`src/rtl/fetch_unit.sv`:
```
// Program counter and fetch stage: drives instruction memory, buffers {pc, instr}
// pairs in a small FIFO and hands them to decode over valid/ready.
module fetch_unit #(
  parameter int                        ADDR_BUS_WIDTH    = 13,
  parameter int                        INSTRUCTION_WIDTH = 34,
  parameter int                        QUEUE_DEPTH       = 2,
  parameter logic [ADDR_BUS_WIDTH-1:0] RESET_PC          = '0
) (
  input  logic                         clk,
  input  logic                         reset,
  input  logic                         run,
  input  logic                         halt,
  output logic [ADDR_BUS_WIDTH-1:0]    imem_addr,
  input  logic [INSTRUCTION_WIDTH-1:0] imem_instr,
  input  logic                         redirect_valid,
  input  logic [ADDR_BUS_WIDTH-1:0]    redirect_addr,
  output logic                         fetch_valid,
  input  logic                         fetch_ready,
  output logic [INSTRUCTION_WIDTH-1:0] fetch_instr,
  output logic [ADDR_BUS_WIDTH-1:0]    fetch_pc,
  output logic [1:0]                   fetch_state
);

  localparam int PW = $clog2(QUEUE_DEPTH);
  localparam int CW = PW + 1;
  localparam logic [CW-1:0] DEPTH_C = CW'(QUEUE_DEPTH);
  localparam logic [ADDR_BUS_WIDTH-1:0] PC_ONE = ADDR_BUS_WIDTH'(1'b1);

  typedef enum logic [1:0] {
    IDLE   = 2'b00,
    FETCH  = 2'b01,
    HALTED = 2'b10
  } state_e;

  state_e                       state_q, state_d;
  logic [ADDR_BUS_WIDTH-1:0]    pc_q, pc_d;
  logic [PW-1:0]                wr_ptr_q, wr_ptr_d, rd_ptr_q, rd_ptr_d;
  logic [CW-1:0]                count_q, count_d;
  logic [INSTRUCTION_WIDTH-1:0] buf_instr_q [QUEUE_DEPTH];
  logic [INSTRUCTION_WIDTH-1:0] buf_instr_d [QUEUE_DEPTH];
  logic [ADDR_BUS_WIDTH-1:0]    buf_pc_q [QUEUE_DEPTH];
  logic [ADDR_BUS_WIDTH-1:0]    buf_pc_d [QUEUE_DEPTH];
  logic                         valid_q, valid_d;
  logic [INSTRUCTION_WIDTH-1:0] head_instr_q, head_instr_d;
  logic [ADDR_BUS_WIDTH-1:0]    head_pc_q, head_pc_d;
  logic                         pop_s, push_s;
  logic [CW-1:0]                remain_s;

  // Run/halt control; the unused 11 encoding behaves like IDLE.
  always_comb begin
    state_d = state_q;
    case (state_q)
      FETCH: begin
        if (halt) state_d = HALTED;
        else      state_d = FETCH;
      end
      HALTED: begin
        if (run && !halt) state_d = FETCH;
        else              state_d = HALTED;
      end
      default: begin
        if (run && !halt) state_d = FETCH;
        else              state_d = IDLE;
      end
    endcase
  end

  // Queue, pc and registered head; the head is preloaded with whatever entry
  // will be at the front after this edge so outputs come straight from flops.
  always_comb begin
    pop_s        = valid_q && fetch_ready;
    push_s       = (state_q == FETCH) && !halt && !redirect_valid &&
                   ((count_q < DEPTH_C) || pop_s);
    remain_s     = count_q - CW'(pop_s);
    pc_d         = pc_q;
    wr_ptr_d     = wr_ptr_q;
    rd_ptr_d     = rd_ptr_q;
    count_d      = count_q;
    buf_instr_d  = buf_instr_q;
    buf_pc_d     = buf_pc_q;
    head_instr_d = head_instr_q;
    head_pc_d    = head_pc_q;
    if (redirect_valid) begin
      pc_d     = redirect_addr;
      wr_ptr_d = '0;
      rd_ptr_d = '0;
      count_d  = '0;
    end else begin
      rd_ptr_d = rd_ptr_q + PW'(pop_s);
      wr_ptr_d = wr_ptr_q + PW'(push_s);
      count_d  = count_q + CW'(push_s) - CW'(pop_s);
      if (push_s) begin
        buf_instr_d[wr_ptr_q] = imem_instr;
        buf_pc_d[wr_ptr_q]    = pc_q;
        pc_d                  = pc_q + PC_ONE;
      end else begin
        pc_d = pc_q;
      end
      if (remain_s != '0) begin
        head_instr_d = buf_instr_q[rd_ptr_d];
        head_pc_d    = buf_pc_q[rd_ptr_d];
      end else if (push_s) begin
        head_instr_d = imem_instr;
        head_pc_d    = pc_q;
      end else begin
        head_instr_d = head_instr_q;
        head_pc_d    = head_pc_q;
      end
    end
    valid_d = (count_d != '0);
  end

  // State registers with asynchronous reset.
  always_ff @(posedge clk or posedge reset) begin
    if (reset) begin
      state_q      <= IDLE;
      pc_q         <= RESET_PC;
      wr_ptr_q     <= '0;
      rd_ptr_q     <= '0;
      count_q      <= '0;
      valid_q      <= 1'b0;
      head_instr_q <= '0;
      head_pc_q    <= '0;
      for (int i = 0; i < QUEUE_DEPTH; i++) begin
        buf_instr_q[i] <= '0;
        buf_pc_q[i]    <= '0;
      end
    end else begin
      state_q      <= state_d;
      pc_q         <= pc_d;
      wr_ptr_q     <= wr_ptr_d;
      rd_ptr_q     <= rd_ptr_d;
      count_q      <= count_d;
      valid_q      <= valid_d;
      head_instr_q <= head_instr_d;
      head_pc_q    <= head_pc_d;
      buf_instr_q  <= buf_instr_d;
      buf_pc_q     <= buf_pc_d;
    end
  end

  assign imem_addr   = pc_q;
  assign fetch_valid = valid_q;
  assign fetch_instr = head_instr_q;
  assign fetch_pc    = head_pc_q;
  assign fetch_state = state_q;

endmodule

```
`config.mk`:
```
export PLATFORM = sky130hd
export DESIGN_NAME = fetch_unit
export DESIGN_NICKNAME = d
export VERILOG_FILES = /design/src/rtl/fetch_unit.sv
export SDC_FILE = /design/constraint.sdc
export NUM_CORES = 1
export LEC_CHECK = 0
export ABC_AREA = 1
export CAP_MARGIN = 20
export CORE_MARGIN = 5
export CORE_UTILIZATION = 45
export DETAILED_ROUTE_END_ITERATION = 16
export HOLD_SLACK_MARGIN = 0.02
export PLACE_DENSITY = 0.71
export SKIP_LAST_GASP = 1
export SLEW_MARGIN = 20
export SYNTH_ARGS = -nofsm -noshare
export SYNTH_HDL_FRONTEND = slang
export SYNTH_SLANG_ARGS = --single-unit
```
`constraint.sdc`:
```
create_clock -name clk -period 4.7 [get_ports clk]
set_clock_uncertainty 0.15 [all_clocks]
set_input_delay 0.47 -clock clk [delete_from_list [all_inputs] [get_ports clk]]
set_output_delay 0.47 -clock clk [all_outputs]
set_load 0.01 [all_outputs]
```
**Placement by cell class**

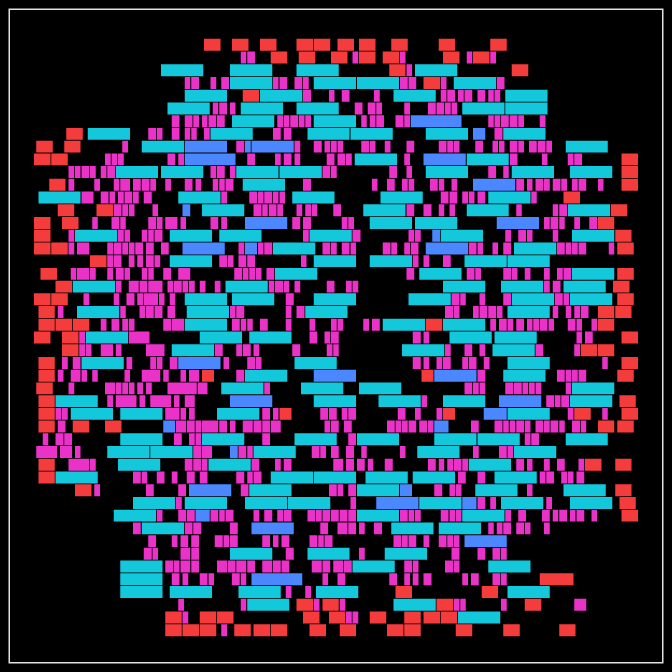
| color | class | cells | share of their area |
|---|---|---|---|
| magenta | all other logic | 713 | 36% |
| red | other buffers and delay cells | 120 | 13% |
| blue | clock drivers and dummy loads | 32 | 6.7% |
| cyan | flip-flops | 161 | 44% |
sequential cell area share: 43.19%
final core utilization: 56.45%
cell row count: 47
Core Area: 16520 um^2

**Clock wires, drivers and flops**

Bar = 50 um.
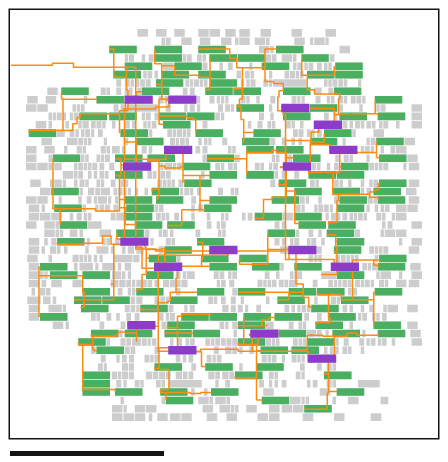
[green] flip-flops | count: 161
[purple] cells driving clock nets | count: 17
[orange] clock wires | length: 1920 um
routed clock nets: 18
power of the clock network: 1.41 mW
Worst-Skew Late Latency: 420 ps

**Sequential cells grouped by signal name**

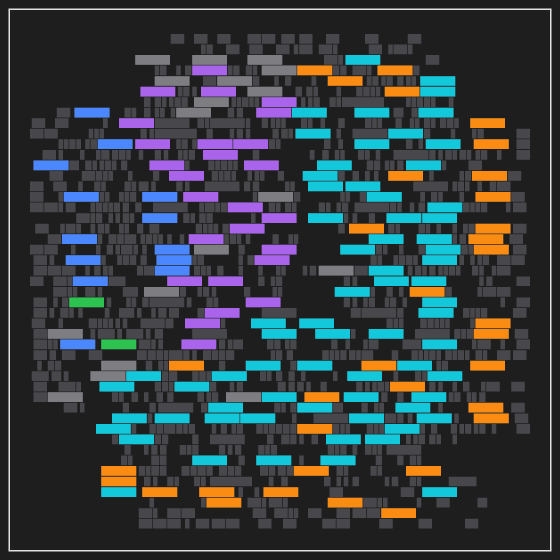
| color | signal | flops |
|---|---|---|
| blue | imem_addr | 13 |
| green | count_q | 2 |
| orange | fetch_instr | 34 |
| cyan | buf_instr_q | 68 |
| purple | buf_pc_q | 26 |
combined flip-flop and latch cell area: 4029 um^2
P_seq: 2.13 mW

==> flow_summary_export.csv <==
group,metric,value,unit
layout,multi_input_comb_area,2968,um^2
synthesis,ys_top_cells_by_count,"sky130_fd_sc_hd__nand2_1, sky130_fd_sc_hd__dfrtp_1, sky130_fd_sc_hd__nand3_1, sky130_fd_sc_hd__o21ai_1, sky130_fd_sc_hd__inv_1",
synthesis,syn_inst,936,
routing,drt_first_pass_iters,5,
critical_path,crit_path_end,"buf_instr_q[66]",
critical_path,crit_top_cell,"sky130_fd_sc_hd__inv_2",
synthesis,post_synth_net_total,994,
global_route,maximum_number_of_pins_on_one_net_before_global_route_repair,135,
layout,number_of_flip_flops_under_the_largest_register_name,68,
critical_path,startpoint_of_the_worst_slack_reg_to_reg_timing_path,"fetch_state[1]",
routing,via_count,6583,
layout,layout-drive-gt1-share,4.776,%
synthesis,synth.mux.area_fraction,0,%
layout,post_route_insts_no_fill,1246,
critical_path,critical_path.reg2reg.endpoint,"buf_instr_q[66]",
global_route,first_global_vias,6154,
synthesis,post_synth_main_area_contributors,"sky130_fd_sc_hd__dfrtp_1, sky130_fd_sc_hd__nand2_1, sky130_fd_sc_hd__nand3_1, sky130_fd_sc_hd__o21ai_1, sky130_fd_sc_hd__o21ai_0",
layout,antenna_cells_inserted,0,
critical_path,ff2ff_setup_slack,1790,ps
power_and_ir_drop,p_int,3.561,mW
global_route,groute.layer.met3.usage,4.803,%
global_route,grt_pass1_wl,30.44,mm
sta,finalWorstPathRequiredPeriod,3052,ps
global_route,grt_antenna_before_repair,0,
cts,cts.hold.buffers_added,0,
routing,drc,0,
routing,initialDrtViolationCount,577,
outcome,outcome,"finished clean",
placement,routabilityCongestion,0.8284,
floorplanning,core_util_floorplan,45.57,%
layout,flip_flop_and_latch_count,161,
critical_path,timing.critical_path.cells,"clkdlybuf4s50_1 > inv_2 > nand3_4 > inv_2 > nand2_4 > o21ai_0",
global_route,track_usage,18.95,%
sta,layout_setup_ws,1648,ps
placement,placedCellCount,1214,
synthesis,synth.logic.top_family,"simple AND/OR/NAND/NOR gates",
synthesis,seq_area_frac_synth,53.50,%
power_and_ir_drop,share_of_total_power_in_combinational_logic,34.6,%
layout,post-route-cell-area,9329,um^2
routing,route.detailed.vias_per_inst,5.283,
power_and_ir_drop,power_switching,1.863,mW
critical_path,critPathRequiredTime,4860,ps
cts,cts_resized,0,
synthesis,netlist_area,7531,um^2
global_route,grt_overflow,0,
cts,cts_sinks,161,
critical_path,worstRegToRegCells,8,
layout,finish.net_count,1071,
global_route,grtUsageMet1,26.41,%
cts,ctsLongestPathBuffers,2,
Power and IR drop assume default switching activity.
